===== src/rtl/fb_pkg.sv =====
// Framebuffer-wide types and geometry shared by the scanout path.
package fb_pkg;

  typedef struct packed {
    logic [3:0] r;
    logic [3:0] g;
    logic [3:0] b;
  } pixel_t;

  localparam int FB_W      = 640;
  localparam int FB_H      = 480;
  localparam int FB_PIXELS = FB_W * FB_H;
  localparam int FB_ADDR_W = 19;
  localparam int PIXEL_W   = $bits(pixel_t);

endpackage


===== src/rtl/pixel_fifo.sv =====
// Show-ahead FIFO: head is presented combinationally; flush empties it in one cycle.
module pixel_fifo
  import fb_pkg::*;
#(
  parameter int DEPTH = 8,
  parameter int WIDTH = PIXEL_W
) (
  input  logic                     clk,
  input  logic                     rst_n,
  input  logic                     flush,
  input  logic                     push,
  input  logic [WIDTH-1:0]         push_data,
  input  logic                     pop,
  output logic [WIDTH-1:0]         head,
  output logic [$clog2(DEPTH):0]   count,
  output logic                     full,
  output logic                     empty
);

  localparam int AW = $clog2(DEPTH);
  localparam int CW = AW + 1;

  logic [WIDTH-1:0] mem [DEPTH];
  logic [AW-1:0]    wr_ptr;
  logic [AW-1:0]    rd_ptr;
  logic             do_push;
  logic             do_pop;

  assign empty   = (count == '0);
  assign full    = (count == CW'(DEPTH));
  assign do_pop  = pop && !empty && !flush;
  assign do_push = push && (!full || do_pop) && !flush;
  assign head    = empty ? '0 : mem[rd_ptr];

  always_ff @(posedge clk) begin
    if (do_push) mem[wr_ptr] <= push_data;
  end

  always_ff @(posedge clk or negedge rst_n) begin
    if (!rst_n) begin
      wr_ptr <= '0;
      rd_ptr <= '0;
      count  <= '0;
    end else if (flush) begin
      wr_ptr <= '0;
      rd_ptr <= '0;
      count  <= '0;
    end else begin
      if (do_push) wr_ptr <= wr_ptr + AW'(1);
      if (do_pop)  rd_ptr <= rd_ptr + AW'(1);
      case ({do_push, do_pop})
        2'b10:   count <= count + CW'(1);
        2'b01:   count <= count - CW'(1);
        default: count <= count;
      endcase
    end
  end

endmodule


===== src/rtl/fb_scanout_arbiter.sv =====
// Single-port framebuffer sharing: scanout prefetch has priority below a FIFO
// watermark, the pixel writer takes the remaining RAM slots.
module fb_scanout_arbiter #(
  parameter int ADDR_W     = fb_pkg::FB_ADDR_W,
  parameter int DATA_W     = fb_pkg::PIXEL_W,
  parameter int FB_PIXELS  = fb_pkg::FB_PIXELS,
  parameter int FIFO_DEPTH = 8,
  parameter int LOW_WM     = 4
) (
  input  logic              clk,
  input  logic              rst_n,
  input  logic              frame_start,
  input  logic              disp_pop,
  output logic [DATA_W-1:0] disp_pixel,
  output logic              disp_valid,
  output logic              underflow,
  input  logic              wr_valid,
  output logic              wr_ready,
  input  logic [ADDR_W-1:0] wr_addr,
  input  logic [DATA_W-1:0] wr_data,
  output logic              ram_en,
  output logic              ram_we,
  output logic [ADDR_W-1:0] ram_addr,
  output logic [DATA_W-1:0] ram_wdata,
  input  logic [DATA_W-1:0] ram_rdata
);

  localparam int CW = $clog2(FIFO_DEPTH) + 1;
  localparam logic [CW:0]       DEPTH_L  = (CW+1)'(FIFO_DEPTH);
  localparam logic [CW:0]       LOW_L    = (CW+1)'(LOW_WM);
  localparam logic [ADDR_W-1:0] LAST_PIX = ADDR_W'(FB_PIXELS - 1);

  logic [ADDR_W-1:0] rd_ptr;
  logic              inflight;
  logic [CW-1:0]     fifo_count;
  logic              fifo_full;
  logic              fifo_empty;
  logic [CW:0]       level;
  logic              room;
  logic              disp_rd;
  logic              wr_grant;
  logic              fifo_push;
  logic              fifo_pop;

  assign level = {1'b0, fifo_count} + {{CW{1'b0}}, inflight};
  assign room  = (level < DEPTH_L);

  // Gated by rst_n so the RAM port stays quiet while reset is held.
  assign disp_rd  = rst_n && !frame_start && room && ((level < LOW_L) || !wr_valid);
  assign wr_grant = rst_n && wr_valid && !disp_rd;

  // Data returning during frame_start belongs to the old frame: blocking the
  // push here is what drops the stale read.
  assign fifo_push = inflight && !frame_start && !fifo_full;
  assign fifo_pop  = disp_pop && !frame_start;

  always_comb begin
    ram_en    = 1'b0;
    ram_we    = 1'b0;
    ram_addr  = '0;
    ram_wdata = '0;
    wr_ready  = 1'b0;
    if (disp_rd) begin
      ram_en   = 1'b1;
      ram_addr = rd_ptr;
    end else if (wr_grant) begin
      ram_en    = 1'b1;
      ram_we    = 1'b1;
      ram_addr  = wr_addr;
      ram_wdata = wr_data;
      wr_ready  = 1'b1;
    end
  end

  always_ff @(posedge clk or negedge rst_n) begin
    if (!rst_n) begin
      rd_ptr    <= '0;
      inflight  <= 1'b0;
      underflow <= 1'b0;
    end else if (frame_start) begin
      rd_ptr    <= '0;
      inflight  <= 1'b0;
      underflow <= 1'b0;
    end else begin
      inflight <= disp_rd;
      if (disp_rd) rd_ptr <= (rd_ptr == LAST_PIX) ? '0 : rd_ptr + ADDR_W'(1);
      if (disp_pop && fifo_empty) underflow <= 1'b1;
    end
  end

  pixel_fifo #(
    .DEPTH (FIFO_DEPTH),
    .WIDTH (DATA_W)
  ) u_fifo (
    .clk       (clk),
    .rst_n     (rst_n),
    .flush     (frame_start),
    .push      (fifo_push),
    .push_data (ram_rdata),
    .pop       (fifo_pop),
    .head      (disp_pixel),
    .count     (fifo_count),
    .full      (fifo_full),
    .empty     (fifo_empty)
  );

  assign disp_valid = !fifo_empty;

endmodule


===== config.mk =====
export PLATFORM = sky130hd
export DESIGN_NAME = fb_scanout_arbiter
export DESIGN_NICKNAME = d
export VERILOG_FILES = /design/src/rtl/fb_pkg.sv /design/src/rtl/pixel_fifo.sv /design/src/rtl/fb_scanout_arbiter.sv
export SDC_FILE = /design/constraint.sdc
export NUM_CORES = 1
export LEC_CHECK = 0
export CAP_MARGIN = 10
export CORE_MARGIN = 2
export CORE_UTILIZATION = 40
export CTS_CLUSTER_SIZE = 25
export DETAILED_ROUTE_END_ITERATION = 8
export GPL_TIMING_DRIVEN = 0
export MAX_ROUTING_LAYER = met4
export SLEW_MARGIN = 20
export SYNTH_ARGS = -nofsm -noshare
export SYNTH_HDL_FRONTEND = slang
export SYNTH_SLANG_ARGS = --single-unit

===== constraint.sdc =====
create_clock -name clk -period 3.55 [get_ports clk]
set_clock_uncertainty 0.05 [all_clocks]
set_input_delay 0.5325 -clock clk [delete_from_list [all_inputs] [get_ports clk]]
set_output_delay 0.5325 -clock clk [all_outputs]
set_load 0.01 [all_outputs]

### Where the registers sit

Drawn at 3 px/um. Other sequential cells in the stronger gray, the rest of the logic in the fainter gray.
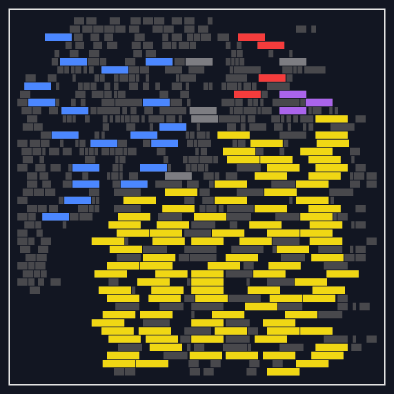
netlist name	color	flops
rd_ptr	blue	19
u_fifo.rd_ptr	purple	3
u_fifo.mem	yellow	96
u_fifo.count	red	4
not colored	5

### Wiring heat map

Drawn at 3 px/um. 25 x 25 tiles, from black (low) to pale yellow (high), scaled to the fullest tile. Values are wire area over tile area, all layers added.
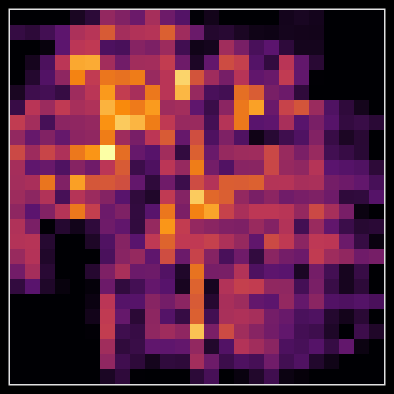
nearly empty tiles	17%
tiles over half the peak	15%
fullest tile	0.49
emptiest ninth of the die	bottom left
mean over tiles	0.14
post-detailed-routing wire length: 13800 um
vias: 3915
wire length per cell after detailed routing: 19.2 um

==> flow_results.org <==
#+TITLE: Synthesis and PnR summary

** Run status
- Run status :: complete, no violations

** Synthesis
- Synthesized area per cell :: 14.5 sq um
- Number of warning messages in the yosys log :: 0
- For this run, the leading register cell type out of synthesis is sky130_fd_sc_hd__edfxtp_1.
- Per Yosys stat, the portion of area used by sequential elements is a little over three fifths.
- For reference, XOR and XNOR gates occupy about 1.8% of the area reported after synthesis.
- Number of library cell types mapped by synthesis :: 54
- Counting flops with an async set or reset pin after synthesis yields a share of 24.4%.
- Yosys-reported design area after synthesis :: 5830 sq um
- The number of nets handed over by synthesis was about 460.
- Counting flops with a built-in enable in the synthesized netlist gives 96.
- Measured against the total synthesized area, the mux share comes to 11.7%.
- Summing the areas of all and, or, nand and nor instances in the mapped netlist gives 11.4% of the synthesized area.
- After synthesis, the largest family of logic cells by area is multiplexers.
- Mapped cell area :: 5830 sq um
- After Yosys synthesis, full adders, half adders and majority gates account for between 1 and 1.5% of the synthesized area.
- AND-OR/OR-AND Cells, Area Fraction :: 8.68%
- Synthesis inferred between 100 and 150 register bits.
- Ys cells :: roughly 400
- Cells after synthesis :: 401

** Layout
- There are 127 flip-flops and latches.
- Across the whole layout, storage elements make up 47.3% of the cell area.
- Per the layout report, the design carries approximately 1200 filler cells.
- Post-layout net count :: ~580
- Inserted Diodes :: 0
- The final report lists a non-filler cell total of 718.
- Non-clock buffer count in the final layout :: 124
- The area growth from synthesis to layout is 32.8%.
- The fraction of cell area in multi-input combinational cells is reported as 27.0%.
- After routing the design area is a little under 8000 sq um.
- The most common logic cells in the final layout are 96 x sky130_fd_sc_hd__edfxtp_1, 92 x sky130_fd_sc_hd__clkdlybuf4s50_1, 31 x sky130_fd_sc_hd__dfrtp_1, 29 x sky130_fd_sc_hd__nor2_1, 29 x sky130_fd_sc_hd__nand2_1.
- Non-Clock Buffer Area Fraction :: 14.5%
- Number of multi-input logic gates :: 246
- The final report gives the core utilization as 53.8%.
- Of the cells placed in the final design, the portion with a size suffix greater than 1 is approximately a fifth.
- Most frequently placed logic cell in the final layout :: sky130_fd_sc_hd__edfxtp_1
- Top class by area :: registers
- Per the layout area report, the combinational gate area comes to around 2100 sq um.
- Per the layout report, the design carries 5 non-clock inverters.
- Per the final report, the share of cell area in clock cells is 8.02%.
- Seq. cell area :: 3660 sq um

** Critical path
- FF-to-FF setup slack :: 560 ps
- CP Capture Type :: output port
- The critical path ends at ram_addr[4].
- Critical path origin :: u_fifo.count[0]
- The worst register-to-register path has a depth of 10.
- STA classifies the critical path startpoint as a flip-flop.
- For the worst setup path, the data required time is 2970 ps.
- Worst reg2reg path startpoint :: u_fifo.count[0]
- R2R Path End :: u_fifo.count[3]
- Looking at the setup timing report, the critical path kind is reg2out.
- Maximum fanout along the worst path :: 11
- Data on the critical path arrives at its endpoint at 2760 ps.

** Power and ir drop
- Switching Share :: between 20% and 30%
- The flow reports that sequential cells draw about 36% of the design power.
- Worst vdd rail ir drop :: roughly 0.00034 V
- Post-layout power :: 4860 uW
- PwrDens :: between 600 and 700 nW/um^2
- The power report attributes to the combinational group a share of 26.8%.
- Per report_power, the Combinational row totals 1300 uW.
- Summed over all sequential cells, the power is roughly 1700 uW.
- In this run the static leakage power is 0.00269 uW.
- Share of power burned in the clock network :: around 38%
- Cell internal power was estimated by the tool at 3490 uW.
- Group with the largest share of power :: the clock network
- The analysis attributes to net switching a power of 1360 uW.

** Placed design
- Placed instance count :: 685
- The buffer_ports step reported a buffer count of around 93.
- Detailed placement reports a standard cell area of 7090 sq um.
- STA on the placed design reports a worst setup slack of -30.1 ps.
- According to the dpl log, the detail-placed design has an HPWL of 9570 um.
- After its last routability iteration, the placer logged a weighted congestion of between 0.8 and 0.9.

** Clock network
- Clock tree from TritonCTS :: yes
- On the reported timing paths, the clock transition at the registers reads 50 ps.
- CTS built an H-tree with a depth of 4.
- CTS root buf :: sky130_fd_sc_hd__clkbuf_16
- # clock sinks :: 127
- Number of setup buffers added after CTS :: 0
- No sink is reached through more buffers than the 2 on the longest clock path.
- Post-cts hold buffer count :: 1
- After clock tree synthesis, the repair step resized 3 gates.

** Die
- Die x size :: 125 um
- Starting density of the core :: 40.5%
- According to the floorplan log, the row count is 44.
- Across the placement rows, the number of tap cells is 184.
- Area of the die :: 15500 sq um
- Die Y :: 125 um
- The core region is around 14000 sq um.
- Number of top-level design ports :: 96

** Route
- Per the log, the first TritonRoute iteration ended with a DRC count of 241.
- Remaining design rule violation count :: 0
- Antenna-violating nets left :: 0
- For this run, the detailed router's first-pass iteration total came to 4.
- Vias per inst :: 5.45

** Timing
- Hold Vio Cnt, Final :: 0
- The smallest clock period supported by the final layout is computed as 3350 ps.
- Setup Viol. Count Final :: 0
- Unrepaired setup endpoints after global routing :: false
- Final sum of negative setup slack :: 0 ps
- Post-route period utilization is reported as 94.3%.
- Slack of the critical path :: 203 ps
- Maximum achievable frequency :: 0.299 GHz
- Worst Hold Slack :: 33.7 ps
- The pin closest to its max-slew limit shows a slew of just under 900 ps.
- Count of pins over their slew limit :: 0
- The worst pin sits at a relative slew slack of 40.7%.

** Min path
- HP Class :: in2async

** Global route
- The first global-routing pass estimated between 20000 and 25000 um of wire.
- In the global route stage, overall resource usage came out at 19.0%.
- Number of global-route vias before repair :: 4268
- The number of antenna violations at the first check in global routing was 0.
- Global-route congestion overflow total :: 0
- Entering global routing, the biggest net connects 31 pins.

** Job
- OpenROAD emitted warnings numbering 26.
- The run reported a max-capacitance violation count of 0.
### The clock network

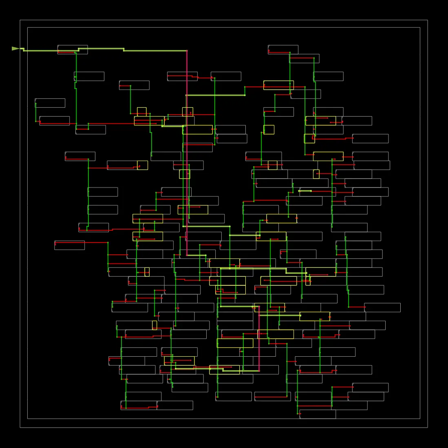
number of clock buffers inserted by TritonCTS: 17
Clock group: 1820 uW
CLK BUF: 19
latest clock arrival within the worst-skew pair: 410 ps

### Met3 routing

Drawn at 4 px/um.
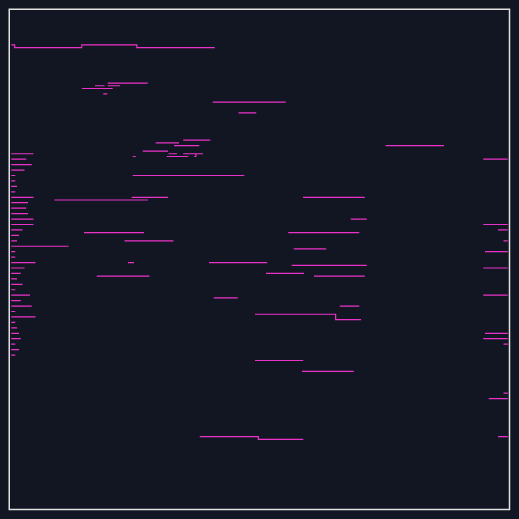
share of all routed wire	4.3%
wire length on this layer	595 um
longest straight run	27.6 um

==> registers in the layout (all words and copies together), names as in the netlist <==
signal	flops
u_fifo.mem	96
u_fifo.rd_ptr	3
u_fifo.wr_ptr	3
inflight	1
underflow	1
rd_ptr	19
u_fifo.count	4
==> critical path, cell delays in order, from the launching register on <==
cell,delay [ps]
sky130_fd_sc_hd__dfrtp_1,560
sky130_fd_sc_hd__nand3_1,280
sky130_fd_sc_hd__a41oi_2,420
sky130_fd_sc_hd__clkbuf_2,270
sky130_fd_sc_hd__nand2_1,100
sky130_fd_sc_hd__o21ai_0,120
sky130_fd_sc_hd__clkdlybuf4s50_1,600
==> cells in the mapped netlist, drive strengths merged (2+ instances only) <==
| library cell | number | area, sq um |
|---|---|---|
| mux2i | 13 | 130 |
| and2 | 12 | 75.1 |
| nand2b | 4 | 25.0 |
| inv | 5 | 18.8 |
| buf | 14 | 72.6 |
| nor2 | 32 | 120 |
| a21oi | 9 | 45.0 |
| dfrtp | 31 | 776 |
| mux4 | 24 | 541 |
| clkbuf | 9 | 35.0 |
| a22o | 23 | 201 |
| nand2 | 30 | 115 |
| ha | 5 | 62.6 |
| xor2 | 7 | 68.8 |
| a21o | 3 | 22.5 |
| a31oi | 6 | 37.5 |
| nand3 | 14 | 80.1 |
| nor4b | 2 | 30.0 |
| o21ai | 14 | 70.1 |
| nor4 | 8 | 86.3 |
| a22oi | 2 | 15.0 |
| o211ai | 2 | 15.0 |
| nor3 | 10 | 55.1 |
| or2 | 2 | 12.5 |
| nand4 | 4 | 25.0 |
| xnor2 | 4 | 35.0 |
| edfxtp | 96 | 2880 |
==> metal layers <==
metal	share of wire, %	vias up	global-route usage, %
li1	-	1801	-
met1	43	1980	22.8
met2	52	122	32.4
met3	4.3	12	4.38
met4	0.91	0	5.49
met5	0	-	-
No activity file was given, so power comes from the tool's default toggle rates.
